File: src/rtl/mac_sequencer.sv
// Sequences sum-of-products or Horner jobs onto the signed 8x8 MAC. Define MAC_SEQ_HORNER_EN to enable Horner mode.
// Drives one term every second cycle and returns the result 3 edges after the last operand; waits in DONE until res_ready.
module mac_sequencer (
    input  logic        clk,
    input  logic        reset,
    input  logic        start,
    input  logic        mode,
    input  logic [3:0]  len,
    input  logic [7:0]  x_or_bias,
    input  logic        op_valid,
    output logic        op_ready,
    input  logic [7:0]  op_a,
    input  logic [7:0]  op_b,
    output logic        res_valid,
    input  logic        res_ready,
    output logic [16:0] res_data,
    output logic        busy,
    output logic [7:0]  mac_in_1,
    output logic [7:0]  mac_in_2,
    output logic [7:0]  mac_in_add,
    output logic        mac_mul_sel,
    output logic        mac_add_sel,
    input  logic [16:0] mac_result
);

    typedef enum logic [2:0] {S_IDLE, S_ACC, S_NEU, S_DRAIN, S_DONE} state_t;

    state_t      r_state, w_state_nxt;
    logic [3:0]  r_len, r_cnt, w_cnt_nxt;
    logic [7:0]  r_xb;
    logic [1:0]  r_drain, w_drain_nxt;
    logic [16:0] r_res_data, w_res_nxt;
    logic [7:0]  r_in_1, r_in_2, r_in_add, w_in_1, w_in_2, w_in_add;
    logic        r_add_sel, w_add_sel;
    logic        w_first;
`ifdef MAC_SEQ_HORNER_EN
    logic        r_mode, r_mul_sel, w_mul_sel;
`else
    logic        w_unused_mode;
    assign w_unused_mode = mode;
`endif

    assign w_first = (r_cnt == 4'd0);

    always_comb begin
        w_state_nxt = r_state;
        w_cnt_nxt   = r_cnt;
        w_drain_nxt = r_drain;
        w_res_nxt   = r_res_data;
        // NEUTRAL drive: zero product plus the fed-back value
        w_in_1      = 8'd0;
        w_in_2      = 8'd0;
        w_in_add    = 8'd0;
        w_add_sel   = 1'b1;
`ifdef MAC_SEQ_HORNER_EN
        w_mul_sel   = 1'b0;
`endif
        case (r_state)
            S_IDLE: begin
                if (start) begin
                    w_state_nxt = S_ACC;
                    w_cnt_nxt   = 4'd0;
                end
            end
            S_ACC: begin
                if (op_valid) begin
`ifdef MAC_SEQ_HORNER_EN
                    if (r_mode) begin
                        w_in_add  = op_a;
                        w_add_sel = 1'b0;
                        if (!w_first) begin
                            w_in_2    = r_xb;
                            w_mul_sel = 1'b1;
                        end
                    end else begin
                        w_in_1    = op_a;
                        w_in_2    = op_b;
                        w_add_sel = !w_first;
                        w_in_add  = w_first ? r_xb : 8'd0;
                    end
`else
                    w_in_1    = op_a;
                    w_in_2    = op_b;
                    w_add_sel = !w_first;
                    w_in_add  = w_first ? r_xb : 8'd0;
`endif
                    if (r_cnt == r_len) begin
                        w_state_nxt = S_DRAIN;
                        w_drain_nxt = 2'd0;
                    end else begin
                        w_state_nxt = S_NEU;
                        w_cnt_nxt   = r_cnt + 4'd1;
                    end
                end else begin
                    // a stall still costs the full ACC/NEU pair to keep term parity
                    w_state_nxt = S_NEU;
                end
            end
            S_NEU: w_state_nxt = S_ACC;
            S_DRAIN: begin
                if (r_drain == 2'd2) begin
                    w_res_nxt   = mac_result;
                    w_state_nxt = S_DONE;
                end else begin
                    w_drain_nxt = r_drain + 2'd1;
                end
            end
            S_DONE: begin
                if (res_ready) w_state_nxt = S_IDLE;
            end
            default: w_state_nxt = S_IDLE;
        endcase
    end

    always_ff @(posedge clk or posedge reset) begin
        if (reset) begin
            r_state    <= S_IDLE;
            r_len      <= 4'd0;
            r_cnt      <= 4'd0;
            r_xb       <= 8'd0;
            r_drain    <= 2'd0;
            r_res_data <= 17'd0;
            r_in_1     <= 8'd0;
            r_in_2     <= 8'd0;
            r_in_add   <= 8'd0;
            r_add_sel  <= 1'b1;
`ifdef MAC_SEQ_HORNER_EN
            r_mode     <= 1'b0;
            r_mul_sel  <= 1'b0;
`endif
        end else begin
            r_state    <= w_state_nxt;
            r_cnt      <= w_cnt_nxt;
            r_drain    <= w_drain_nxt;
            r_res_data <= w_res_nxt;
            r_in_1     <= w_in_1;
            r_in_2     <= w_in_2;
            r_in_add   <= w_in_add;
            r_add_sel  <= w_add_sel;
`ifdef MAC_SEQ_HORNER_EN
            r_mul_sel  <= w_mul_sel;
`endif
            if (r_state == S_IDLE && start) begin
                r_len  <= len;
                r_xb   <= x_or_bias;
`ifdef MAC_SEQ_HORNER_EN
                r_mode <= mode;
`endif
            end
        end
    end

    assign op_ready    = (r_state == S_ACC);
    assign res_valid   = (r_state == S_DONE);
    assign busy        = (r_state != S_IDLE);
    assign res_data    = r_res_data;
    assign mac_in_1    = r_in_1;
    assign mac_in_2    = r_in_2;
    assign mac_in_add  = r_in_add;
    assign mac_add_sel = r_add_sel;
`ifdef MAC_SEQ_HORNER_EN
    assign mac_mul_sel = r_mul_sel;
`else
    assign mac_mul_sel = 1'b0;
`endif

endmodule

File: config.mk
export PLATFORM = sky130hd
export DESIGN_NAME = mac_sequencer
export DESIGN_NICKNAME = d
export VERILOG_FILES = /design/src/rtl/mac_sequencer.sv
export SDC_FILE = /design/constraint.sdc
export NUM_CORES = 1
export LEC_CHECK = 0
export CAP_MARGIN = 40
export CORE_ASPECT_RATIO = 1.75
export CORE_MARGIN = 10
export CORE_UTILIZATION = 44
export CTS_BUF_LIST = sky130_fd_sc_hd__clkbuf_8
export CTS_CLUSTER_SIZE = 30
export DETAILED_ROUTE_END_ITERATION = 8
export PLACE_DENSITY = 0.85
export SYNTH_ARGS = -nofsm -noshare
export SYNTH_HDL_FRONTEND = slang
export SYNTH_SLANG_ARGS = --single-unit
File: constraint.sdc
create_clock -name clk -period 3 [get_ports clk]
set_input_delay 0.45 -clock clk [delete_from_list [all_inputs] [get_ports clk]]
set_output_delay 0.45 -clock clk [all_outputs]
set_load 0.01 [all_outputs]
**Met1 routing**

The bar under the picture is 20 µm long.
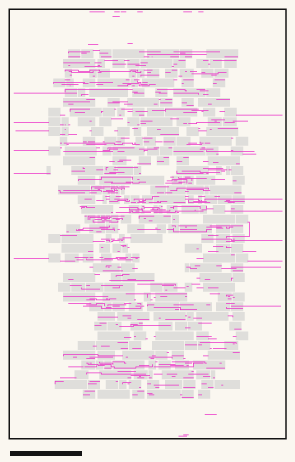
- main direction: horizontal
- share of all routed wire: 31%
- wire length on this layer: 1840 µm
- nets with wire on the layer: 291
- longest straight run: 21.6 µm

**Metal 2**

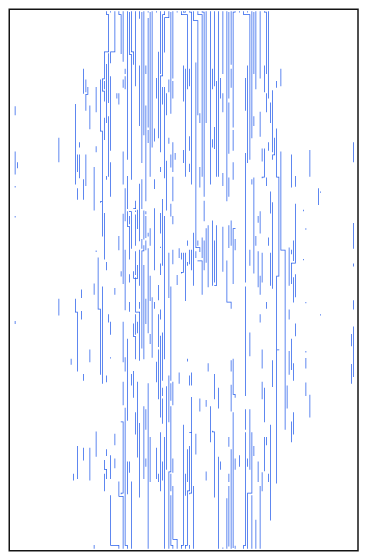
- main direction: vertical
- share of all routed wire: 60%
- nets with wire on the layer: 300
- longest straight run: 45.9 µm

**Met3 routing**

The bar under the picture is 20 µm long.
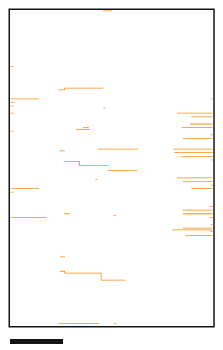
- main direction: horizontal
- nets with wire on the layer: 39
- share of all routed wire: 5.8%
- longest straight run: 15.2 µm
- wire length on this layer: 346 µm

**Met4 routing**

The bar under the picture is 20 µm long.
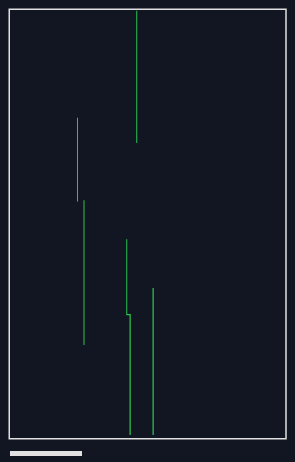
- wire length on this layer: 196 µm
- nets with wire on the layer: 4
- longest straight run: 40.8 µm
- main direction: vertical

==> results.py <==
# Metrics from the implementation run
metrics = {
    "die": {
        "core_area_um2": 5540,
        "floorplan.tapcells": 76,
        "initCoreUtil_pct": 45.1,
        "die_y_um": 120,
    },
    "layout": {
        "buf_share_pct": 26.3,
        "logic_share_of_the_area_pct": 22.2,
        "diodes": 0,
        "post-route-cell-area_um2": 3770,
        "flop_area_um2": 1580,
        "clockBufferCount": 13,
        "post_route_cells_drive_above_1_share_pct": 20.2,
        "num-nonclk-inverters": 7,
        "signal_buffers": 98,
        "final.fill_count": 414,
    },
    "final_timing": {
        "layout_setup_ws_ns": 0.475,
        "grt_setup_unrepaired": "no",
        "timing.final.crit_period_ns": 2.52,
        "max_clock_skew_ns": 0.00721,
    },
    "pwr": {
        "post-layout-total-power_mw": 3.49,
    },
    "cts": {
        "clock_insertion_delay_at_the_later_pin_of_the_skew_report_ns": 0.33,
        "cts_tree": "done",
        "clock_tree.buffer_depth": 2,
        "htreeDepth": 3,
        "clock_sinks": 63,
        "cts_resized": 0,
        "clockRootBuffer": "sky130_fd_sc_hd__clkbuf_8",
    },
    "setup_path": {
        "cp-endpoint": "op_ready",
        "worst-endpoint-required_ns": 2.55,
        "timing.critical_path.fanout_max": 23,
        "worst-r2r-cell-count": 5,
        "critical_path.startpoint": "r_state[0]",
        "timing.reg2reg.setup_slack_ns": 0.99,
        "timing.setup.critical_path_class": "reg -> out",
    },
    "placement": {
        "placedInstanceArea_um2": 3530,
        "place_hpwl_mm": 4.58,
        "final_estimated_routing_congestion_in_global_placement": 0.735,
    },
    "job": {
        "drv.max_cap_violation_count": 0,
    },
    "logic_synthesis": {
        "netlist.top_cell.by_instances": "sky130_fd_sc_hd__dfrtp_1",
        "yosys_cells": 177,
        "postSynth.topFlopCell": "sky130_fd_sc_hd__dfrtp_1",
        "ys_top_logic_family": "simple AND/OR/NAND/NOR gates",
        "synth_top_cell_by_area": "sky130_fd_sc_hd__dfrtp_1",
        "yosys.stat.seqShare_pct": 63.2,
        "synth-xor-area-share_pct": 1.40,
        "synthTopCellsByCount": "sky130_fd_sc_hd__dfrtp_1 (62), sky130_fd_sc_hd__mux2_2 (29), sky130_fd_sc_hd__and3_1 (17)",
        "synth_chip_area_um2": 2500,
        "synth_net_count": 231,
    },
    "outcome": {
        "status": "completed",
    },
    "grt": {
        "grt_use_met1_pct": 12.0,
        "overflow": 0,
        "antenna_found_initial": 0,
        "grt-busiest-layer": "met2",
        "global_route.usage.met3_pct": 4.93,
        "grt_pass1_vias": 1881,
        "use_met2_pct": 24.8,
    },
    "drt": {
        "initialDrtViolationCount": 102,
        "drt-pass1-iter-count": 4,
        "residual_drc": 0,
        "postRouteWirelength_mm": 5.93,
        "post_drt_antenna_nets": 0,
    },
    "min_path": {
        "worstHoldPathCells": 1,
        "worstHoldPathType": "reg -> reg",
    },
}
state kept, by name (all words and copies together) (netlist names):
name and cells:
r_xb 8, r_drain 2, r_state 3, mac_in_2 8
r_cnt 4, mac_in_add 8, mac_add_sel 1, r_len 4
mac_in_1 8, res_data 17
critical path, stage by stage (launching register included):
cell                              delay [ns]
sky130_fd_sc_hd__dfrtp_1                0.47
sky130_fd_sc_hd__or3b_1                 0.51
sky130_fd_sc_hd__clkinv_4               0.19
sky130_fd_sc_hd__clkdlybuf4s50_1        0.57
report_power, final:
group          leakage [nW]  total [mW]  internal [mW]  switching, mW
logic                 0.800        1.29          0.755          0.531
clock network         0.127       0.857          0.556          0.301
registers             0.795        1.35           1.16          0.185
total                  1.72        3.49           2.47           1.02
Power figures rest on the tool's default switching activity, not on a simulated workload.
